Design fp_mantissa_divider, sky130hd; sources not shown.
Fig. 1: run 1, met2 routing
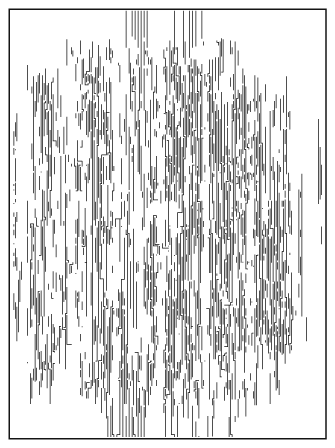
nets with wire on the layer: 698
longest straight run: 93.8 um
share of all routed wire: 50%
detailed-route via count: 5121
Detailed Route WL: 16100 um
GR met2 Demand/Resource: 46.15%

Fig. 2: run 1, metal 3
Scale bar: 20 um. Cells faint in the background.
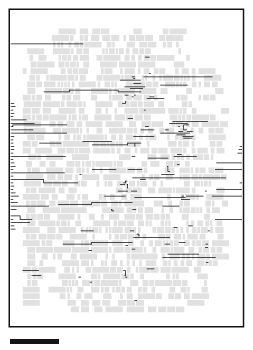
wire length on this layer: 826 um
nets with wire on the layer: 104
share of all routed wire: 5.1%
main direction: horizontal
longest straight run: 38.2 um
routing usage on met3: 5.536%

Fig. 3: run 1, M1 wires
Supply wires on this layer in grey.
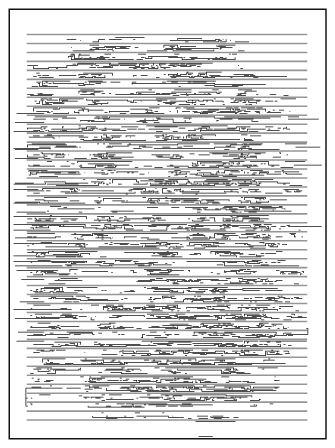
wire length on this layer: 6600 um
share of all routed wire: 41%
main direction: horizontal
routing usage on met1: 31.19%

==> job_summary.md, run 1 <==
## Implementation flow summary

| Metric | Value |
|---|---|
| Routed wire per std cell | about 18 um |
| CTS H-tree lvls | 3 |
| Row cnt | between 40 and 50 |
| Final instance area | 6573 um2 |
| CTS tree | done |
| Yosys cell count | around 660 |
| Netlist area before placement | ~5200 um2 |
| Post-route met1 wirelength | between 6000 and 7000 um |
| Post-Place Worst Slack | -0.06090 ns |
| Total power | slightly below 5 mW |
| AO/OA Area Share | ~30% |
| Simple share | roughly 18% |
| IO Count | 82 |
| Run status | finished, violations left |
| Synth flops | a little under 90 |
| Slew Viols, Final | 0 |
| Placer Congestion | slightly above 1 |
| Post-synthesis cell count | around 660 |
| Highest Signal Layer | met4 |
| MUX share of area | 1.937% |
| RSZ-0062 raised after global routing | true |
| R2R Setup Slk | -0.01 ns |
| DRC errors left | 0 |
| PwrDens | roughly 740 nW/um2 |
| Final worst slack | -0.009913 ns |
| Cell Type Count | slightly below 60 |
| Seq/Total Area, Yosys | between 30% and 40% |
| CP Launch Type | register |
| Failing checks | setup timing |
| ANT nets after route | 0 |
| Inserted Clock Buffers | 9 |
| Setup-failing EPs final | 1 |
| Warnings, synthesis | 0 |
| Hold WC Path Type | reg2reg |
| Period Utilization, post-route | 100.3% |
| Initial DRC Count | between 300 and 400 |
| Arrival @ worst endpoint | between 3 and 4 ns |
| Core area | 9953 um2 |
| Largest net degree at the start of global routing | 50 |
| # clock sinks | 87 |
| Antenna Cells | 0 |
| Die height | ~130 um |
| WL met3 | a little over 800 um |
## run 1: what timing repair did
| item | CTS | global route |
|---|---|---|
| endpoints found under the setup margin | 1 | 16 |
| resized | 1 | 18 |
| pin swaps | 0 | 9 |
| setup buffers | 0 | 5 |
| gates cloned | 0 | 1 |
| hold buffers | 0 | 0 |
## run 1: critical path: stages (launching register included)
cell and delay [ns]:
dfxtp_1 0.48, ha_1 0.28, nor2b_1 0.14, o31a_1 0.30
o21ai_1 0.25, o221a_2 0.28, mux2i_1 0.35, a41o_2 0.25
nand4_1 0.11, nor4_2 0.28, a31oi_1 0.10
## run 1: placed cells by master, fill, tap and decap left out, types with 6 or more instances in the layout
cell             instances
xor2_1                  11
xnor2_1                 12
dfxtp_1                 85
a31oi_1                  6
buf_4                   24
nand2_1                 94
a21oi_1                 49
clkdlybuf4s50_1         81
o21a_1                   7
a22oi_1                 48
nand4_1                  8
nor2_1                  24
a21boi_0                43
nand3_1                  6
a21o_1                   6
mux2i_1                  8
and2_1                  19
o211ai_1                 6
clkbuf_8                 9
o21ai_0                 41
ha_1                    25
nor3_1                   9
inv_1                   35
nor4_1                   7
## run 1: Yosys cell counts (3+ instances only)
| cell | instances | area, um2 |
|---|---|---|
| a21boi_0 | 43 | 322.8 |
| a21o_1 | 6 | 45.04 |
| a21oi_1 | 49 | 245.2 |
| a22oi_1 | 48 | 360.4 |
| a31oi_1 | 6 | 37.54 |
| a41o_2 | 3 | 33.78 |
| and2_1 | 19 | 118.9 |
| buf_2 | 3 | 15.01 |
| buf_4 | 3 | 22.52 |
| clkbuf_1 | 32 | 120.1 |
| dfxtp_1 | 87 | 1742 |
| ha_1 | 26 | 325.3 |
| inv_1 | 36 | 135.1 |
| mux2i_1 | 9 | 90.09 |
| nand2_1 | 94 | 352.8 |
| nand2b_1 | 4 | 25.02 |
| nand3_1 | 7 | 35.03 |
| nand4_1 | 8 | 50.05 |
| nor2_1 | 28 | 105.1 |
| nor2b_1 | 3 | 18.77 |
| nor3_1 | 9 | 45.04 |
| nor4_1 | 8 | 50.05 |
| o211ai_1 | 6 | 45.04 |
| o21a_1 | 7 | 52.55 |
| o21ai_0 | 42 | 210.2 |
| o21bai_1 | 3 | 22.52 |
| xnor2_1 | 13 | 113.9 |
| xor2_1 | 11 | 96.34 |
## run 1: where the power goes
part	switching, mW	internal [mW]	total, mW
clock	0.457	0.643	1.10
sequential	0.0895	1.24	1.33
combinational	1.40	1.04	2.44
## run 1: cells by family (layout without fill, tap and decap cells)
| kind of cell | after synthesis | count (layout) |
|---|---|---|
| compound gates | 233 | 233 |
| flops | 87 | 87 |
| buf+inv | 79 | 161 |
| mux | 10 | 10 |
| fa+ha+maj | 27 | 27 |
| simple gates | 196 | 196 |
| xor+xnor | 24 | 24 |
## run 1: cell type report
type / instances / area (um2)
clock buffers: 9 / 123.9
clock inverters: 7 / 143.9
multi-input cells: 490 / 3216
repair buffers: 109 / 1041
fillers: 865 / 3381
well taps: 135 / 168.9
flip-flops and latches: 87 / 1744
inverters: 36 / 135.1
Fig. 4: run 1, the clock network
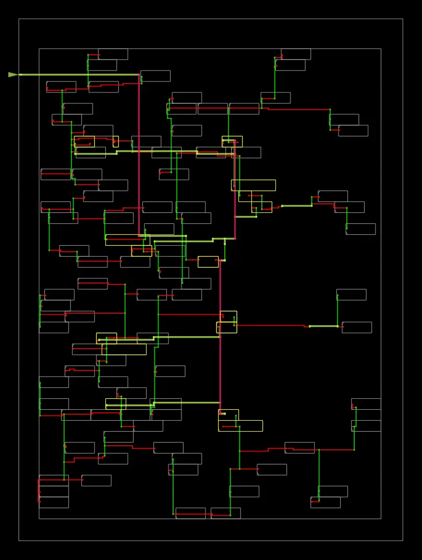

==> run 2, diff against run 1 <==
--- a/config.mk
+++ b/config.mk
@@ -7,7 +7,6 @@
 export LEC_CHECK = 0
 export CAP_MARGIN = 20
 export CORE_ASPECT_RATIO = 1.4
-export CORE_MARGIN = 5
 export CORE_UTILIZATION = 51
 export CTS_BUF_LIST = sky130_fd_sc_hd__clkbuf_8
 export CTS_CLUSTER_DIAMETER = 200
Fig. 5: run 2, the clock network
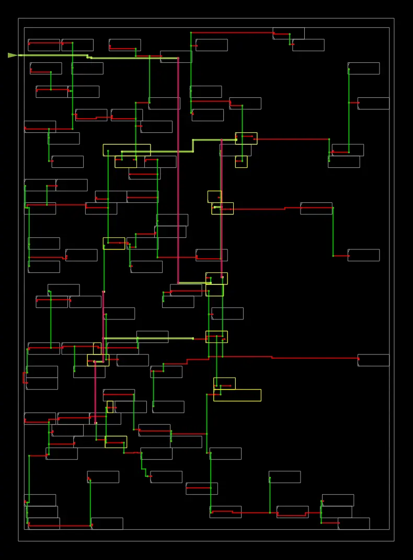
# clock sinks: 87
Clk power: 0.929 mW
Inserted Clock Buffers: 9

==> job_summary.md, run 2 <==
## Implementation flow summary

| Metric | Value |
|---|---|
| Sw power | 1.922 mW (was 1.941 mW) |
| Detailed-route via count | 5109 (was 5121) |
| Seq/Total Area, Yosys | 33.29% (unchanged) |
| Logic gate share of total power | 51.5% (was 50.0%) |
| Fill count | 889 (was 865) |
| Clock Power Share | 19.9% (was 22.6%) |
| Hold-fix buffers, CTS | 0 (unchanged) |
| Internal | 2.736 mW (was 2.928 mW) |
| R2R Setup Slk | 0.04 ns (was -0.01 ns) |
| Initial DRC Count | 273 (was 311) |
| Synth top area share | 33.29% (unchanged) |
| Placer Congestion | 0.9651 (was 1.013) |
| Final worst slack | 0.03735 ns (was -0.009913 ns) |
| CP Launch Type | register (unchanged) |
| Warnings, synthesis | 0 (unchanged) |
| Period Utilization, post-route | 98.76% (was 100.3%) |
| CTS tree | done (unchanged) |
| Hold WC Path Type | reg2reg (unchanged) |
| RSZ-0062 raised after global routing | true (unchanged) |
| Top cells, area | dfxtp_1, a22oi_1, nand2_1, ha_1, a21boi_0 (unchanged) |
| Commonest cells in the netlist | nand2_1, dfxtp_1, a21oi_1 (unchanged) |
| Arrival @ worst endpoint | 3.16 ns (was 3.22 ns) |
| Critical path's slowest cell | fa_2 (was dfxtp_1) |
| Critical path depth | 12 (was 10) |
| Largest delay share family, worst path | AND-OR/OR-AND gates (unchanged) |
| Setup repair bufs after CTS | 0 (unchanged) |
| Yosys cell count | 656 (unchanged) |
| Row cnt | 43 (unchanged) |
| Run status | complete, no violations (was finished, violations left) |
| Slew Viols, Final | 0 (unchanged) |
| IO Count | 82 (unchanged) |
-- run 2: cell counts after synthesis --
Identical to the previous run, type by type.
-- run 2: power by group through the flow --
stage	Sequential [mW]	Combinational (mW)	Clock, mW
floorplan	1.33	1.67	0
global placement	1.35	2.27	0
detailed placement	1.35	2.28	0
CTS	1.33	2.31	0.954
global route	1.34	2.61	1.00
finish	1.33	2.40	0.929
-- run 2: stage by stage --
step	area [um2]	hold WS [ns]	power, mW
finish	6500	0.4172	4.658
global route	6500	0.4390	4.953
CTS	6460	0.4229	4.587
detailed placement	6237	0.4098	3.632
global placement	6237	0.4008	3.621
floorplan	5231	0.3935	3.007
-- run 2: logic make-up after synthesis --
logic type,count (synthesis),synth area share [%]
AND-OR/OR-AND,233,29.80
AND/OR/NAND/NOR,196,17.72
multiplexers,10,1.937
flip-flops,87,33.29
XOR/XNOR,24,4.018
buffers and inverters,79,6.625
adder cells (fa/ha/maj),27,6.601
-- run 2: layer usage --
| layer | vias up | track usage (%) | share of wire [%] |
|---|---|---|---|
| li1 | 2491 | - | - |
| met1 | 2428 | 37.96 | 41 |
| met2 | 150 | 54.83 | 51 |
| met3 | 40 | 4.268 | 4.9 |
| met4 | 0 | 12.50 | 3.3 |
| met5 | - | - | 0 |
-- run 2: layout make-up --
| class | count | area, um2 | area share [%] |
|---|---|---|---|
| repair buffers | 107 | 1031 | 15.86 |
| clock inverters | 7 | 96.34 | 1.482 |
| well taps | 135 | 168.9 | 2.599 |
| multi-input cells | 490 | 3203 | 49.28 |
| clock buffers | 9 | 123.9 | 1.906 |
| inverters | 36 | 135.1 | 2.079 |
| flip-flops and latches | 87 | 1742 | 26.80 |
-- run 2: timing repair --
item                       CTS  global route
pin swaps                    0             5
setup endpoints to repair    1             7
resized                      1             9
-- run 2: tightest hold or removal path: stages (launching register included) --
cell and delay (ns):
dfxtp_1 0.32, nand2_1 0.05, a21boi_0 0.06
Power and IR drop assume default switching activity.
